File: src/rtl/trap_csr_unit.sv
// Machine-mode CSR file and trap state for one hart; optional macro MTVEC_VECTORED_EN enables vectored mtvec.
// Latency: CSR reads, interrupt requests and vectors are combinational; updates land on the next clk edge; ext_irq adds SYNC_STAGES cycles.
// Backpressure: none. Every input is consumed in the cycle it is presented.
// reset_n asserts asynchronously; its release is expected to come from an upstream reset synchronizer.
module trap_csr_unit #(
  parameter logic [31:0] RESET_VECTOR = 32'h0000_0000,
  parameter int unsigned HART_ID      = 0,
  parameter int unsigned SYNC_STAGES  = 2   // at least 2
) (
  input  logic        clk,
  input  logic        reset_n,
  input  logic [11:0] read_address,
  output logic [31:0] read_data,
  output logic        read_illegal,
  input  logic        csr_write,
  input  logic [11:0] csr_address,
  input  logic [31:0] csr_data,
  input  logic        traped,
  input  logic        mret,
  input  logic        retired,
  input  logic [31:0] ecp,
  input  logic [3:0]  ecause,
  input  logic        interupt,
  input  logic        timer_irq,
  input  logic        ext_irq,
  output logic        sip,
  output logic        tip,
  output logic        eip,
  output logic [31:0] trap_vector,
  output logic [31:0] mret_vector
);

  localparam logic [11:0] A_MSTATUS  = 12'h300;
  localparam logic [11:0] A_MISA     = 12'h301;
  localparam logic [11:0] A_MIE      = 12'h304;
  localparam logic [11:0] A_MTVEC    = 12'h305;
  localparam logic [11:0] A_MSCRATCH = 12'h340;
  localparam logic [11:0] A_MEPC     = 12'h341;
  localparam logic [11:0] A_MCAUSE   = 12'h342;
  localparam logic [11:0] A_MIP      = 12'h344;
  localparam logic [11:0] A_MCYCLE   = 12'hB00;
  localparam logic [11:0] A_MCYCLEH  = 12'hB80;
  localparam logic [11:0] A_MINSTR   = 12'hB02;
  localparam logic [11:0] A_MINSTRH  = 12'hB82;
  localparam logic [11:0] A_CYCLE    = 12'hC00;
  localparam logic [11:0] A_CYCLEH   = 12'hC80;
  localparam logic [11:0] A_INSTR    = 12'hC02;
  localparam logic [11:0] A_INSTRH   = 12'hC82;
  localparam logic [11:0] A_MVENDOR  = 12'hF11;
  localparam logic [11:0] A_MARCH    = 12'hF12;
  localparam logic [11:0] A_MIMPID   = 12'hF13;
  localparam logic [11:0] A_MHARTID  = 12'hF14;

`ifdef MTVEC_VECTORED_EN
  // MODE (bit0) is kept, bit1 is always zero
  localparam logic [31:0] MTVEC_MASK = 32'hFFFF_FFFD;
`else
  localparam logic [31:0] MTVEC_MASK = 32'hFFFF_FFFC;
`endif

  logic                   r_mstatus_mie;
  logic                   r_mpie;
  logic                   r_msie;
  logic                   r_mtie;
  logic                   r_meie;
  logic                   r_msip;
  logic [31:0]            r_mtvec;
  logic [31:0]            r_mepc;
  logic                   r_mcause_int;
  logic [3:0]             r_mcause_code;
  logic [31:0]            r_mscratch;
  logic [63:0]            r_mcycle;
  logic [63:0]            r_minstret;
  logic [SYNC_STAGES-1:0] r_sync;

  logic        w_meip_s;
  logic        w_wr;
  logic [63:0] w_mcycle_nxt;
  logic [63:0] w_minstret_nxt;
  logic [31:0] w_base;

  // A trap or mret in the same cycle wins over a CSR write, including counter writes.
  assign w_wr     = csr_write & ~traped & ~mret;
  assign w_meip_s = r_sync[SYNC_STAGES-1];

  // Bring the asynchronous external interrupt into the clk domain.
  always_ff @(posedge clk or negedge reset_n) begin
    if (!reset_n) begin
      r_sync <= '0;
    end else begin
      r_sync <= {r_sync[SYNC_STAGES-2:0], ext_irq};
    end
  end

  // Trap entry, mret and CSR write updates, highest priority first.
  always_ff @(posedge clk or negedge reset_n) begin
    if (!reset_n) begin
      r_mstatus_mie <= 1'b0;
      r_mpie        <= 1'b0;
      r_msie        <= 1'b0;
      r_mtie        <= 1'b0;
      r_meie        <= 1'b0;
      r_msip        <= 1'b0;
      r_mtvec       <= RESET_VECTOR & MTVEC_MASK;
      r_mepc        <= '0;
      r_mcause_int  <= 1'b0;
      r_mcause_code <= '0;
      r_mscratch    <= '0;
    end else if (traped) begin
      r_mepc        <= ecp & 32'hFFFF_FFFC;
      r_mcause_int  <= interupt;
      r_mcause_code <= ecause;
      r_mpie        <= r_mstatus_mie;
      r_mstatus_mie <= 1'b0;
    end else if (mret) begin
      r_mstatus_mie <= r_mpie;
      r_mpie        <= 1'b1;
    end else if (csr_write) begin
      case (csr_address)
        A_MSTATUS: begin
          r_mstatus_mie <= csr_data[3];
          r_mpie        <= csr_data[7];
        end
        A_MIE: begin
          r_msie <= csr_data[3];
          r_mtie <= csr_data[7];
          r_meie <= csr_data[11];
        end
        A_MTVEC:    r_mtvec    <= csr_data & MTVEC_MASK;
        A_MSCRATCH: r_mscratch <= csr_data;
        A_MEPC:     r_mepc     <= csr_data & 32'hFFFF_FFFC;
        A_MCAUSE: begin
          r_mcause_int  <= csr_data[31];
          r_mcause_code <= csr_data[3:0];
        end
        A_MIP:      r_msip     <= csr_data[3];
        default: ;
      endcase
    end
  end

  // Counter next values: a write replaces one half and suppresses the increment for that cycle.
  always_comb begin
    w_mcycle_nxt   = r_mcycle + 64'd1;
    w_minstret_nxt = r_minstret + {63'd0, retired};
    if (w_wr && csr_address == A_MCYCLE) begin
      w_mcycle_nxt = {r_mcycle[63:32], csr_data};
    end else if (w_wr && csr_address == A_MCYCLEH) begin
      w_mcycle_nxt = {csr_data, r_mcycle[31:0]};
    end
    if (w_wr && csr_address == A_MINSTR) begin
      w_minstret_nxt = {r_minstret[63:32], csr_data};
    end else if (w_wr && csr_address == A_MINSTRH) begin
      w_minstret_nxt = {csr_data, r_minstret[31:0]};
    end
  end

  // Free-running cycle and retired-instruction counters.
  always_ff @(posedge clk or negedge reset_n) begin
    if (!reset_n) begin
      r_mcycle   <= '0;
      r_minstret <= '0;
    end else begin
      r_mcycle   <= w_mcycle_nxt;
      r_minstret <= w_minstret_nxt;
    end
  end

  // Combinational CSR read port; unknown addresses flag illegal and read zero.
  always_comb begin
    read_data    = '0;
    read_illegal = 1'b0;
    case (read_address)
      A_MSTATUS:  read_data = {19'd0, 2'b11, 3'd0, r_mpie, 3'd0, r_mstatus_mie, 3'd0};
      A_MISA:     read_data = 32'h4000_0100;
      A_MIE:      read_data = {20'd0, r_meie, 3'd0, r_mtie, 3'd0, r_msie, 3'd0};
      A_MTVEC:    read_data = r_mtvec;
      A_MSCRATCH: read_data = r_mscratch;
      A_MEPC:     read_data = r_mepc;
      A_MCAUSE:   read_data = {r_mcause_int, 27'd0, r_mcause_code};
      A_MIP:      read_data = {20'd0, w_meip_s, 3'd0, timer_irq, 3'd0, r_msip, 3'd0};
      A_MCYCLE,  A_CYCLE:  read_data = r_mcycle[31:0];
      A_MCYCLEH, A_CYCLEH: read_data = r_mcycle[63:32];
      A_MINSTR,  A_INSTR:  read_data = r_minstret[31:0];
      A_MINSTRH, A_INSTRH: read_data = r_minstret[63:32];
      A_MVENDOR, A_MARCH, A_MIMPID: read_data = '0;
      A_MHARTID:  read_data = 32'(HART_ID);
      default:    read_illegal = 1'b1;
    endcase
  end

  // Interrupt requests gated by the individual enables and global MIE.
  assign sip = r_msip    & r_msie & r_mstatus_mie;
  assign tip = timer_irq & r_mtie & r_mstatus_mie;
  assign eip = w_meip_s  & r_meie & r_mstatus_mie;

  assign w_base      = {r_mtvec[31:2], 2'b00};
  assign mret_vector = r_mepc;

  // Fetch target on trap: base address, or a per-cause slot for vectored interrupts.
`ifdef MTVEC_VECTORED_EN
  always_comb begin
    trap_vector = w_base;
    if (r_mtvec[0] && interupt) begin
      trap_vector = w_base + {26'd0, ecause, 2'b00};
    end
  end
`else
  always_comb begin
    trap_vector = w_base;
  end
`endif

endmodule

File: config.mk
export PLATFORM = sky130hd
export DESIGN_NAME = trap_csr_unit
export DESIGN_NICKNAME = d
export VERILOG_FILES = /design/src/rtl/trap_csr_unit.sv
export SDC_FILE = /design/constraint.sdc
export NUM_CORES = 1
export LEC_CHECK = 0
export ABC_AREA = 0
export CORE_MARGIN = 2
export CORE_UTILIZATION = 25
export CTS_BUF_LIST = sky130_fd_sc_hd__clkbuf_16
export CTS_CLUSTER_DIAMETER = 60
export DETAILED_ROUTE_END_ITERATION = 8
export HOLD_SLACK_MARGIN = 0.1
export SLEW_MARGIN = 10
export SYNTH_ARGS = -nofsm -noshare
export SYNTH_HDL_FRONTEND = slang
export SYNTH_SLANG_ARGS = --single-unit
File: constraint.sdc
create_clock -name clk -period 3.05 [get_ports clk]
set_input_delay 0.61 -clock clk [delete_from_list [all_inputs] [get_ports clk]]
set_output_delay 0.61 -clock clk [all_outputs]
set_load 0.03 [all_outputs]
**Run 1: the metal 1 layer**

(2 px per um) Supply wires on this layer in gray.
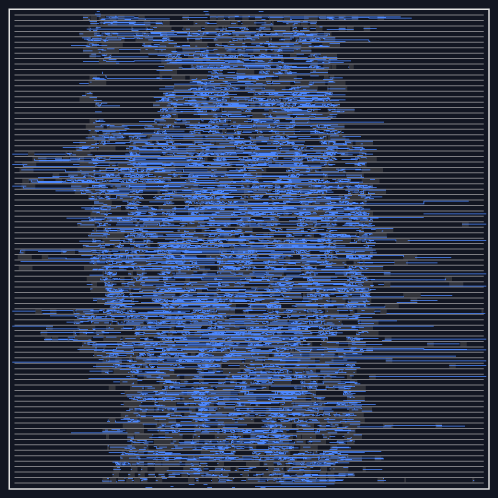
nets with wire on the layer: 1845
main direction: horizontal
share of all routed wire: 41%
final wirelength: 65670 um
M1 GR Usage: 0.2921
routed vias: 14929

**Run 1: signal wires on met2**

(2 px per um)
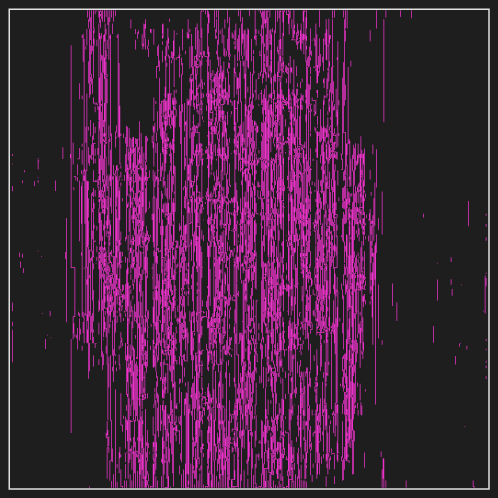
nets with wire on the layer: 1722
longest straight run: 111 um
wire length on this layer: 30.3 mm
met2 Resource Use GR: 0.3632

==> deck_impl_summary.md, run 1 <==
Flow Results at a Glance

Final layout
  • Clock buffer cells: 29
  • Seq_cells: 233
  • Layout cells sized above 1: 0.2455
  • Final Non-Filler Cells: approximately 2600
  • NonClk Buf Share: 0.2186
  • Top cell category: multi-input combinational cells
  • Most frequent logic cell in the layout: dfrtp_1
  • Comb area share: 0.3917

Final timing
  • Final setup viols: 6
  • Slew @ Worst Pin: approximately 0.75 ns
  • Setup WS post-layout: -0.05139 ns
  • Fmax achieved: around 0.32 GHz
  • Setup TNS Final: -0.1808 ns

Placed design
  • Area after DPL: roughly 18000 um^2
  • GPL Wtd Cong: 0.9504

Synth
  • Main synth FF type: dfrtp_1
  • Syn Area/Cell: just under 9 um^2
  • Synth async-reset ratio: 1.000
  • Xor/xnor share: 0.005700
  • Top cell type by total area after synthesis: dfrtp_1
  • Number of enable flip-flop cells: 0
  • Mapped Area: around 14000 um^2
  • Simple Share, Synth: 0.2443
  • Synthesized flop and latch total: between 200 and 250

Clock network
  • TritonCTS clock tree: built
  • Clk_lat worst skew: approximately 0.57 ns
  • Post-CTS Setup Repair Bufs: 13
  • Post-cts sizing count: a little under 100

Worst hold path
  • Min-Delay Path Class: reg -> reg
  • Hold endpoint: r_sync[1]
  • Hold Path Depth: 0

Worst setup path
  • Crit path depth: 12
  • CP startpoint kind: primary input
  • CP max-delay cell: a222oi_1
  • Crit path DAT: roughly 2.5 ns
  • Worst reg-to-reg setup slack: between 0.2 and 0.3 ns
  • FF-to-FF Start: r_mcycle[0]
  • Required time of the critical path: ~2.4 ns
  • Reg2Reg Depth: 7
  • Crit Reg-Reg Endpoint: r_mcycle[58]

Power and ir drop
  • Switching Fraction: 0.2671
  • Leak pwr: roughly 8.6 nW
  • Sequential power share: 0.425

Status
  • Violated checks: setup timing
  • Status: finished with violations

Drt
  • Drt via density: around 5.7
  • Drt first pass iters: 6
  • Met3 routed WL: between 5000 and 6000 um
  • Met2 routed WL: just over 30000 um
  • # DRC: 0
  • Number of routed nets with antenna violations: 0

Floorplanning
  • IO Count: roughly 200
  • Die X: between 200 and 250 um
  • Overall chip area: about 57000 um^2
  • Core area: 54880 um^2
  • FP Rows: between 80 and 90

GRT
  • Tot GR Track Use: 0.2223
  • Total grt overflow: 0
**Run 1: the metal 3 layer**

(2 px per um)
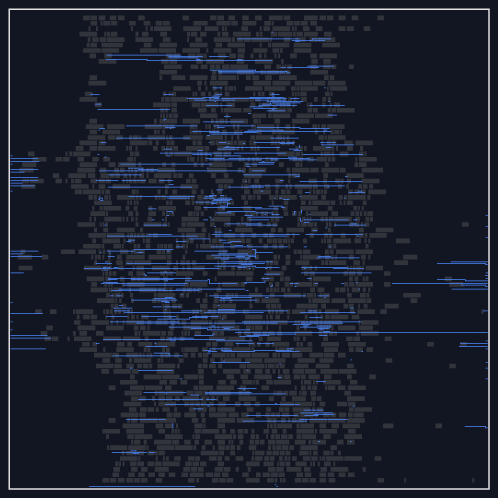
longest straight run: 126 um
wire length on this layer: 5060 um
nets with wire on the layer: 275

**Run 1: metal 4**

(1.5 px per um) Supply wires on this layer in gray.
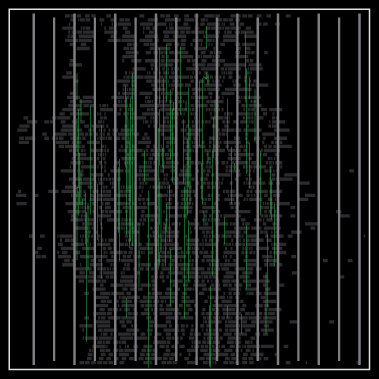
wire length on this layer: 3410 um
main direction: vertical
nets with wire on the layer: 65
share of all routed wire: 5.2%

==> run 1 -> run 2 <==
Settings changed: TNS_END_PERCENT from default to 30.
**Run 2: track usage over the die**

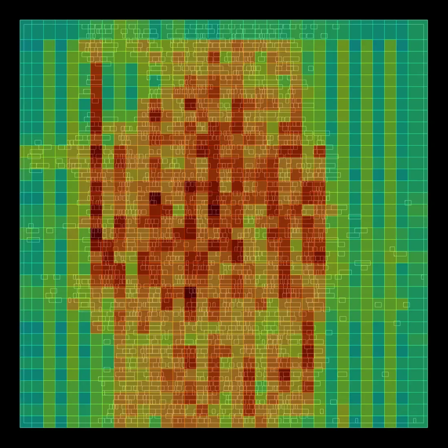
M1 GR Usage: 0.2908
GRT busiest layer: met2
met2 Resource Use GR: 0.3628
grt met3 use: 0.03504
fin util: 0.3613

==> deck_impl_summary.md, run 2 <==
Flow Results at a Glance

Synth
  • Simple Share, Synth: 0.2443 (unchanged)
  • Synthesized flop and latch total: 233 (unchanged)
  • Mapped Area: 13830 um^2 (unchanged)
  • Mapped Cells: 1548
  • Number of enable flip-flop cells: 0 (unchanged)
  • Synth async-reset ratio: 1.000 (unchanged)
  • Warnings from Yosys: 0
  • Main synth FF type: dfrtp_1
  • Synth area leaders: dfrtp_1, mux2_2, nand2_1
  • Post-synthesis cell type count: 83
  • Yosys top cell by instances: dfrtp_1
  • Top cell type by total area after synthesis: dfrtp_1
  • Xor/xnor share: 0.005700 (unchanged)
  • Syn Area/Cell: 8.933 um^2 (unchanged)

Worst setup path
  • Crit path depth: 12 (unchanged)
  • Cell Chain, Critical Path: buf_8 -> and3b_1 -> o21ai_2 -> buf_6 -> buf_6 -> nor3_4 -> buf_12 -> buf_6 -> a222oi_1 -> nand4_1 -> buf_4 -> buf_12
  • Reg2Reg Depth: 7 (unchanged)
  • CP max-delay cell: a222oi_1
  • Worst reg-to-reg setup slack: 0.28 ns (about the same)
  • Beginning of the critical path: read_address[8]
  • CP startpoint kind: primary input
  • Crit path DAT: 2.46 ns (-0.03 ns)
  • Setup crit end: read_data[11]
  • Worst path max stage delay: a little under 0.3 ns
  • Required time of the critical path: 2.44 ns (about the same)
  • FF-to-FF Start: r_mcycle[0]
  • Crit Reg-Reg Endpoint: r_mcycle[58]

Status
  • Status: finished with violations
  • Violated checks: setup timing

Final layout
  • Clock buffer cells: 29 (unchanged)
  • Seq_cells: 233 (unchanged)
  • Final Non-Filler Cells: 2601 (-0.34%)
  • Most frequent logic cell in the layout: dfrtp_1
  • Comb area share: 0.3899 (-0.001799)
  • Multi-input gates: between 1000 and 1500
  • Seq area share: 0.2941
  • Layout cells sized above 1: 0.2356 (-0.009905)
  • Finished Cell Area: slightly below 20000 um^2
  • NonClk Buf Share: 0.2160 (-0.002628)
  • Top cell category: multi-input combinational cells
  • Antenna diode count: 0

Floorplanning
  • IO Count: 201 (unchanged)
  • Die X: 239.2 um (unchanged)
  • Overall chip area: 57210 um^2 (unchanged)
  • Core area: 54880 um^2 (unchanged)
  • FP Rows: 86 (unchanged)
  • Die height: roughly 240 um

Final timing
  • Slew @ Worst Pin: 0.7710 ns (+0.02246 ns)
  • Fmax achieved: 0.3255 GHz (+0.94%)
  • Min Tclk post-route: roughly 3.1 ns
  • Setup TNS Final: -0.02246 ns (+0.1583 ns)
  • Setup WS post-layout: -0.02246 ns (+0.02893 ns)
  • Final setup viols: 1 (-5)

Drt
  • Drt via density: 5.715 (about the same)
  • Number of routed nets with antenna violations: 0 (unchanged)
  • Met2 routed WL: 30530 um (+0.69%)
  • Routed vias: 14866 (-0.42%)
  • Drt first pass iters: 6 (unchanged)
  • Met3 routed WL: 5452 um (+7.7%)
  • Final wirelength: 65000 um (-1.0%)
  • # DRC: 0 (unchanged)

Placed design
  • GPL Wtd Cong: 0.9504 (unchanged)
  • Placed insts: between 2000 and 3000
  • Post-DP HPWL: around 47000 um
  • Area after DPL: 18210 um^2 (unchanged)
  • Port Buffers: slightly below 200

Clock network
  • Post-cts sizing count: 96 (-3.0%)
  • TritonCTS clock tree: built
  • CTS Sinks: roughly 230
  • Post-CTS Setup Repair Bufs: 13 (unchanged)
  • Clk_lat worst skew: 0.57 ns (about the same)
  • Clk pin slew, worst setup/hold paths: 0.06 ns
  • Cts hold-fix bufs: 1

Power and ir drop
  • Design Power: approximately 8.1 mW
  • Switching Fraction: 0.2674 (+0.0003140)
  • Power density over the cells: around 410 nW/um^2
  • Max VDD drop: about 0.00035 V
  • Sequential power share: 0.425 (about the same)
  • Leak pwr: 8.516 nW (-1.5%)

Worst hold path
  • Hold path start: r_sync[0]
  • Min-Delay Path Class: reg -> reg
  • Hold Path Depth: 0 (unchanged)
  • Hold endpoint: r_sync[1]

GRT
  • Total grt overflow: 0 (unchanged)
  • Tot GR Track Use: 0.2219 (-0.0003226)
  • Largest net degree at the start of global routing: 77
**Run 2: the metal 1 layer**

(2 px per um) Supply wires on this layer in gray.
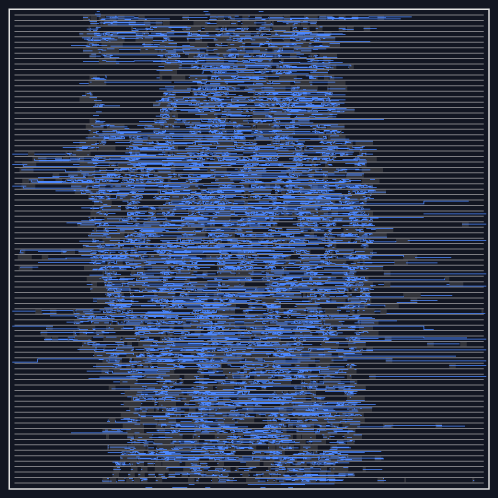
share of all routed wire: 40%
main direction: horizontal
wire length on this layer: 26.0 mm

==> run 2 -> run 3 <==
Settings changed: ABC_CLOCK_PERIOD_IN_PS from default to 3050, CAP_MARGIN from default to 5, DONT_BUFFER_PORTS from default to 1.
**Run 3: signal wires on met2**

(2 px per um)
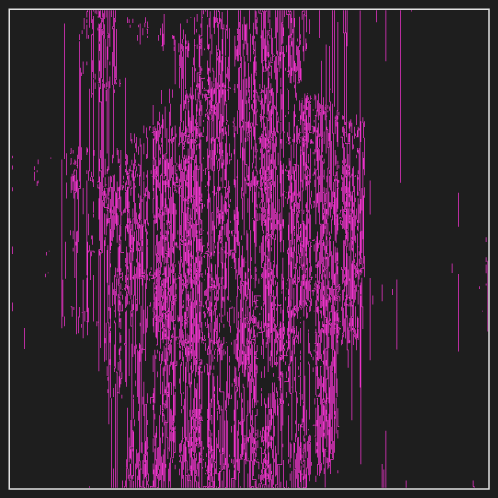
nets with wire on the layer: 1430
wire length on this layer: 28.7 mm
share of all routed wire: 48%
main direction: vertical
longest straight run: 101 um

==> deck_impl_summary.md, run 3 <==
Flow Results at a Glance

GRT
  • Largest net degree at the start of global routing: 234 (+200%)
  • M1 GR Usage: 0.2621 (-0.02868)
  • GRT busiest layer: met2
  • Total grt overflow: 0 (unchanged)

Worst setup path
  • CP startpoint kind: primary input
  • Cell Chain, Critical Path: and3b_1 -> o21ai_1 -> buf_4 -> nor3_2 -> buf_4 -> a222oi_1 -> nand4_1 -> buf_4
  • Setup crit end: read_data[11]
  • Crit path depth: 8 (-4)
  • Crit path DAT: 2.45 ns (about the same)
  • Crit Reg-Reg Endpoint: r_mcycle[52]
  • Worst path max stage delay: 0.62 ns (+0.33 ns)
  • FF-to-FF Start: r_mcycle[2]
  • Required time of the critical path: 2.44 ns (about the same)
  • Worst reg-to-reg setup slack: 0.33 ns (+0.05 ns)
  • CP max-delay cell: a222oi_1
  • Beginning of the critical path: read_address[9]

Drt
  • # DRC: 0 (unchanged)
  • Drt via density: 5.910 (+3.4%)
  • Routed vias: 13722 (-7.7%)
  • Drt first pass iters: 7 (+1)
  • Met2 routed WL: 28690 um (-6.0%)

Final layout
  • Antenna diode count: 2 (+2)
  • Finished Cell Area: 16620 um^2 (-16%)
  • Multi-input gates: 1185 (unchanged)
  • Layout cells sized above 1: 0.1689 (-0.06670)
  • Seq area share: 0.3508 (+0.05671)
  • Comb area share: 0.4513 (+0.06141)
  • Most frequent logic cell in the layout: dfrtp_1
  • Seq_cells: 233 (unchanged)
  • Top cell category: multi-input combinational cells
  • Clock buffer cells: 29 (unchanged)

Placed design
  • Port Buffers: 0 (-100%)
  • Placed insts: 2269 (-10%)
  • Area after DPL: 15670 um^2 (-14%)
  • Post-DP HPWL: 43660 um (-6.9%)

Floorplanning
  • Core area: 54880 um^2 (unchanged)
  • IO Count: 201 (unchanged)
  • Overall chip area: 57210 um^2 (unchanged)
  • Die X: 239.2 um (unchanged)

Power and ir drop
  • Leak pwr: 6.983 nW (-18%)
  • Design Power: 7.313 mW (-9.4%)
  • Sequential power share: 0.481 (+0.056)
  • Switching Fraction: 0.2646 (-0.002871)
  • Power density over the cells: 440.0 nW/um^2 (+8.1%)

Final timing
  • Min Tclk post-route: 3.061 ns (-0.01196 ns)
  • Hold Vio Cnt, Final: approximately 230
  • Slew @ Worst Pin: 1.025 ns (+0.2540 ns)
  • Final setup viols: 1 (unchanged)
  • Setup TNS Final: -0.01051 ns (+0.01196 ns)
  • Worst hold margin: -0.2509 ns
  • Setup WS post-layout: -0.01051 ns (+0.01196 ns)

Synth
  • Yosys top cell by instances: dfrtp_1
  • Main synth FF type: dfrtp_1
  • Warnings from Yosys: 0 (unchanged)
  • Synth async-reset ratio: 1.000 (unchanged)
  • Synth area leaders: dfrtp_1, mux2_2, nand2_1
  • Xor/xnor share: 0.005700 (unchanged)
  • Synthesized flop and latch total: 233 (unchanged)
  • Number of enable flip-flop cells: 0 (unchanged)
  • Mapped Area: 13830 um^2 (unchanged)

Clock network
  • Cts hold-fix bufs: 1 (unchanged)
  • Post-cts sizing count: 1 (-99%)
  • Clk pin slew, worst setup/hold paths: 0.06 ns (about the same)
  • CTS Sinks: 233 (unchanged)

Worst hold path
  • Min-Delay Path Class: in -> async

Status
  • Violated checks: hold timing, setup timing
  • Status: finished with violations
**Run 3: track usage over the die**

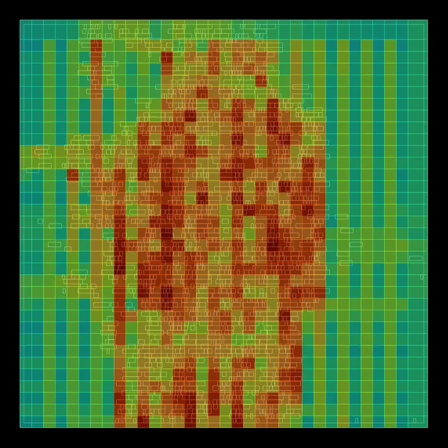
met2 Resource Use GR: 0.3388
grt met3 use: 0.04449
fin util: 0.3029
Tot GR Track Use: 0.2061

Power and IR drop assume default switching activity.
